--- src/rtl/video_timing_pkg.sv ---
`default_nettype none
// +----------------------------------------------------------------------------+
// | video_timing_pkg: phase encoding and 640x480@60 constants for the raster   |
// | timing generator.                                                          |
// | Rev 1.0                                                                    |
// +----------------------------------------------------------------------------+
package video_timing_pkg;

  typedef enum logic [1:0] {
    ACT  = 2'd0,
    FP   = 2'd1,
    SYNC = 2'd2,
    BP   = 2'd3
  } phase_t;

  localparam int C_VGA_H_ACTIVE = 640;
  localparam int C_VGA_H_FP     = 16;
  localparam int C_VGA_H_SYNC   = 96;
  localparam int C_VGA_H_BP     = 48;
  localparam int C_VGA_V_ACTIVE = 480;
  localparam int C_VGA_V_FP     = 10;
  localparam int C_VGA_V_SYNC   = 2;
  localparam int C_VGA_V_BP     = 33;
  localparam bit C_VGA_SYNC_POL = 1'b0;

  function automatic int total_of(input int active, input int fp, input int sync, input int bp);
    return active + fp + sync + bp;
  endfunction

endpackage
`default_nettype wire

--- src/rtl/timing_axis.sv ---
`default_nettype none
// +----------------------------------------------------------------------------+
// | timing_axis: one raster axis - position counter plus ACT/FP/SYNC/BP phase. |
// | Rev 1.0                                                                    |
// +----------------------------------------------------------------------------+
module timing_axis
  import video_timing_pkg::phase_t;
  import video_timing_pkg::total_of;
#(
  parameter int ACTIVE = 640,
  parameter int FP     = 16,
  parameter int SYNC   = 96,
  parameter int BP     = 48,
  localparam int TOTAL = total_of(ACTIVE, FP, SYNC, BP),
  localparam int W     = $clog2(TOTAL)
) (
  input  logic         clk,
  input  logic         rst,
  input  logic         step,
  output logic [W-1:0] cnt,
  output logic [1:0]   phase,
  output logic         wrap
);

  if (ACTIVE < 1 || FP < 1 || SYNC < 1 || BP < 1) begin : g_bad_param
    $error("timing_axis: every segment length must be >= 1");
  end

  localparam logic [W-1:0] C_END_ACT  = W'(ACTIVE - 1);
  localparam logic [W-1:0] C_END_FP   = W'(ACTIVE + FP - 1);
  localparam logic [W-1:0] C_END_SYNC = W'(ACTIVE + FP + SYNC - 1);
  localparam logic [W-1:0] C_END_BP   = W'(TOTAL - 1);

  logic [W-1:0] r_cnt;
  phase_t       r_phase;

  assign wrap  = (r_cnt == C_END_BP);
  assign cnt   = r_cnt;
  assign phase = r_phase;

  always_ff @(posedge clk or negedge rst) begin
    if (!rst) begin
      r_cnt   <= '0;
      r_phase <= video_timing_pkg::ACT;
    end else if (step) begin
      r_cnt <= wrap ? '0 : r_cnt + 1'b1;
      case (r_phase)
        video_timing_pkg::ACT:  if (r_cnt == C_END_ACT)  r_phase <= video_timing_pkg::FP;
        video_timing_pkg::FP:   if (r_cnt == C_END_FP)   r_phase <= video_timing_pkg::SYNC;
        video_timing_pkg::SYNC: if (r_cnt == C_END_SYNC) r_phase <= video_timing_pkg::BP;
        video_timing_pkg::BP:   if (r_cnt == C_END_BP)   r_phase <= video_timing_pkg::ACT;
      endcase
    end
  end

endmodule
`default_nettype wire

--- src/rtl/video_timing_gen.sv ---
`default_nettype none
// +----------------------------------------------------------------------------+
// | video_timing_gen: DVI raster timing - syncs, blanking, coordinates, strobes|
// | Rev 1.0                                                                    |
// +----------------------------------------------------------------------------+
module video_timing_gen
  import video_timing_pkg::*;
#(
  parameter int H_ACTIVE = C_VGA_H_ACTIVE,
  parameter int H_FP     = C_VGA_H_FP,
  parameter int H_SYNC   = C_VGA_H_SYNC,
  parameter int H_BP     = C_VGA_H_BP,
  parameter int V_ACTIVE = C_VGA_V_ACTIVE,
  parameter int V_FP     = C_VGA_V_FP,
  parameter int V_SYNC   = C_VGA_V_SYNC,
  parameter int V_BP     = C_VGA_V_BP,
  parameter bit SYNC_POL = C_VGA_SYNC_POL,
  localparam int H_TOTAL = total_of(H_ACTIVE, H_FP, H_SYNC, H_BP),
  localparam int V_TOTAL = total_of(V_ACTIVE, V_FP, V_SYNC, V_BP),
  localparam int XW      = $clog2(H_TOTAL),
  localparam int YW      = $clog2(V_TOTAL)
) (
  input  logic          clk,
  input  logic          rst,
  input  logic          en,
  output logic          hsync,
  output logic          vsync,
  output logic          blanking,
  output logic [XW-1:0] x,
  output logic [YW-1:0] y,
  output logic          line_start,
  output logic          frame_start
);

  logic [XW-1:0] w_h_cnt;
  logic [YW-1:0] w_v_cnt;
  logic [1:0]    w_h_phase;
  logic [1:0]    w_v_phase;
  logic          w_h_wrap;
  logic          w_v_wrap_unused;

  timing_axis #(
    .ACTIVE (H_ACTIVE),
    .FP     (H_FP),
    .SYNC   (H_SYNC),
    .BP     (H_BP)
  ) u_h_axis (
    .clk   (clk),
    .rst   (rst),
    .step  (en),
    .cnt   (w_h_cnt),
    .phase (w_h_phase),
    .wrap  (w_h_wrap)
  );

  // The vertical axis moves one line per horizontal wrap.
  timing_axis #(
    .ACTIVE (V_ACTIVE),
    .FP     (V_FP),
    .SYNC   (V_SYNC),
    .BP     (V_BP)
  ) u_v_axis (
    .clk   (clk),
    .rst   (rst),
    .step  (en & w_h_wrap),
    .cnt   (w_v_cnt),
    .phase (w_v_phase),
    .wrap  (w_v_wrap_unused)
  );

  always_ff @(posedge clk or negedge rst) begin
    if (!rst) begin
      hsync       <= ~SYNC_POL;
      vsync       <= ~SYNC_POL;
      blanking    <= 1'b1;
      x           <= '0;
      y           <= '0;
      line_start  <= 1'b0;
      frame_start <= 1'b0;
    end else if (en) begin
      hsync       <= (w_h_phase == SYNC) ? SYNC_POL : ~SYNC_POL;
      vsync       <= (w_v_phase == SYNC) ? SYNC_POL : ~SYNC_POL;
      blanking    <= (w_h_phase != ACT) || (w_v_phase != ACT);
      x           <= w_h_cnt;
      y           <= w_v_cnt;
      line_start  <= (w_h_cnt == '0);
      frame_start <= (w_h_cnt == '0) && (w_v_cnt == '0);
    end
  end

endmodule
`default_nettype wire
--- config.mk ---
export PLATFORM = sky130hd
export DESIGN_NAME = video_timing_gen
export DESIGN_NICKNAME = d
export VERILOG_FILES = /design/src/rtl/video_timing_pkg.sv /design/src/rtl/timing_axis.sv /design/src/rtl/video_timing_gen.sv
export SDC_FILE = /design/constraint.sdc
export NUM_CORES = 1
export LEC_CHECK = 0
export ABC_AREA = 1
export CORE_MARGIN = 8
export CORE_UTILIZATION = 60
export CTS_CLUSTER_SIZE = 24
export DETAILED_ROUTE_END_ITERATION = 6
export PLACE_DENSITY = 0.81
export SETUP_SLACK_MARGIN = 0.4
export SYNTH_ARGS = -nofsm -noshare
export SYNTH_HDL_FRONTEND = slang
export SYNTH_SLANG_ARGS = --single-unit
--- constraint.sdc ---
create_clock -name clk -period 3 [get_ports clk]
set_input_delay 0.6 -clock clk [delete_from_list [all_inputs] [get_ports clk]]
set_output_delay 0.6 -clock clk [all_outputs]
set_load 0.05 [all_outputs]
Logic cells by family:
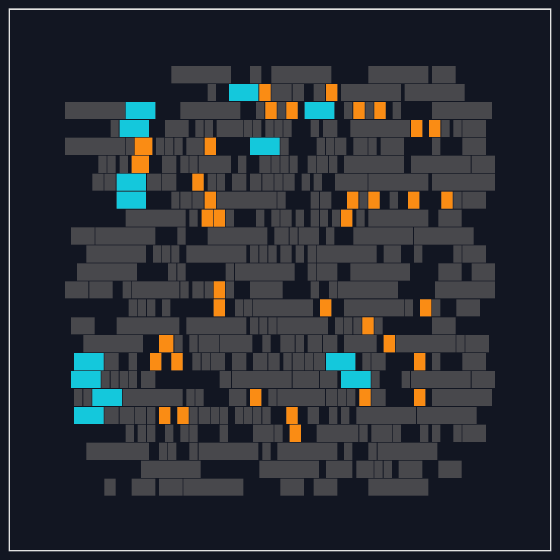
inverting AOI/OAI gates -> orange  # cells 37
adder and majority cells -> cyan  # cells 13

==> impl_metrics.csv <==
group,metric,value,unit
final_timing,tightest_slew,0.5770,ns
routing,vias,2143,
final_timing,period_needed,2.246,ns
clocking,cts_resized,0,
job,tool_warnings,35,
die,ios,28,
place,io_buffers,27,
worst_setup_path,r2r-start,"u_v_axis.cnt[0]$_DFFE_PN0P_",
final_timing,finClkSkew,0.005625,ns
synth,synth_stat.cells,314,
power_and_ir_drop,p_per_area,662.3,mW/mm²
worst_setup_path,worstRegToRegCells,9,
synth,ys_async_sr_fraction,1.000,
synth,yosysMostFrequentCell,"nand2_1",
synth,synth_flops,49,
worst_setup_path,crit_path_end_kind,"output pin",
outcome,status,"completed",
place,place_congestion,0.9255,
worst_setup_path,rrSetupSlack,1.21,ns
worst_setup_path,crit_arrival,1.65,ns
synth,floorplan.nets,330,
synth,syn_inst,314,
power_and_ir_drop,p_leak,1.497,nW
clocking,clockBufferDepth,2,
routing,finalWirelength,5525,µm
layout,fillers,349,
synth,ys_types,32,
worst_setup_path,crit_slowest_cell,"clkdlybuf4s50_1",
place,dp_cells,389,
clocking,cts_tree,"yes",
synth,edf_count,0,
worst_setup_path,cp_max_fo,2,
final_timing,setup_viol,0,
final_timing,slew_headroom,0.6153,
synth,yosys_warnings,0,
clocking,cts_buffers,5,
worst_setup_path,path_class,"reg2out",
die,core_area,0.004264,mm²
synth,yosys.area.top_type_share,0.4421,
die,die_x,81.88,µm
clocking,clk_pin_slew,0.09,ns
clocking,clock_latency,0.30,ns
final_timing,slew_viol_final,0,
grt,gr-total-overflow,0,
synth,topCellsByArea,"dfrtp_1, nand2_1, ha_1",
Wiring by layer:
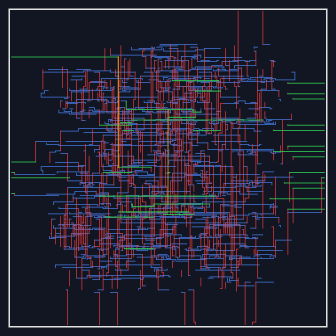
met2 -> red  # wire length 2,450 µm
met4 -> orange  # wire length 53.0 µm
met1 -> blue  # wire length 2,620 µm
met3 -> green  # wire length 396 µm
global-route usage over all layers: 0.1770
Wirelength per Cell: 13.92 µm

[cell usage in the layout (no fill, tap or decap), types with 8 or more instances in the layout]
| master | instances |
|---|---|
| nand2_1 | 85 |
| dfrtp_1 | 46 |
| inv_1 | 34 |
| nor2_1 | 30 |
| clkdlybuf4s50_1 | 26 |
| o21ai_0 | 24 |
| nand3_1 | 17 |
| ha_1 | 13 |
| nand4_1 | 11 |
| a21oi_1 | 8 |
[per-layer routing]
layer,up-vias,track usage,wire [µm]
met3,5,0.04267,395
met1,1011,0.2327,2623
met5,-,0,0
met2,58,0.2833,2452
li1,1069,-,-
met4,0,0.05088,53
[registers in the layout, indices dropped and copies added (netlist names)]
name            count
x                  10
u_v_axis.phase      2
frame_start         1
y                  10
hsync               1
u_v_axis.cnt       10
vsync               1
line_start          1
u_h_axis.phase      2
u_h_axis.cnt       10
blanking            1
[layout make-up]
cell class | count | area, µm² | area share
flip-flops and latches | 49 | 1230 | 0.4091
multi-input cells | 222 | 1199 | 0.3987
repair buffers | 29 | 280.3 | 0.09322
inverters | 37 | 146.4 | 0.04869
clock buffers | 5 | 68.82 | 0.02289
well taps | 52 | 65.06 | 0.02164
clock inverters | 3 | 17.52 | 0.005826
[stage by stage]
stage / power, mW / cell area (µm²)
floorplan: 1.397 / 2604
detailed placement: 1.621 / 2920
CTS: 1.995 / 3007
global route: 2.113 / 3007
global placement: 1.599 / 2920
finish: 1.991 / 3007
[report_power, final]
part / internal (mW) / switching [mW]
clock network: 0.161 / 0.219
registers: 0.783 / 0.133
logic: 0.224 / 0.471
[cell families after synthesis]
family,share of synthesized area
xor+xnor,0.02018
flops,0.4724
buf+inv,0.06728
fa+ha+maj,0.06247
simple gates,0.3013
compound gates,0.07641
Power is estimated from default activity; no workload was simulated.
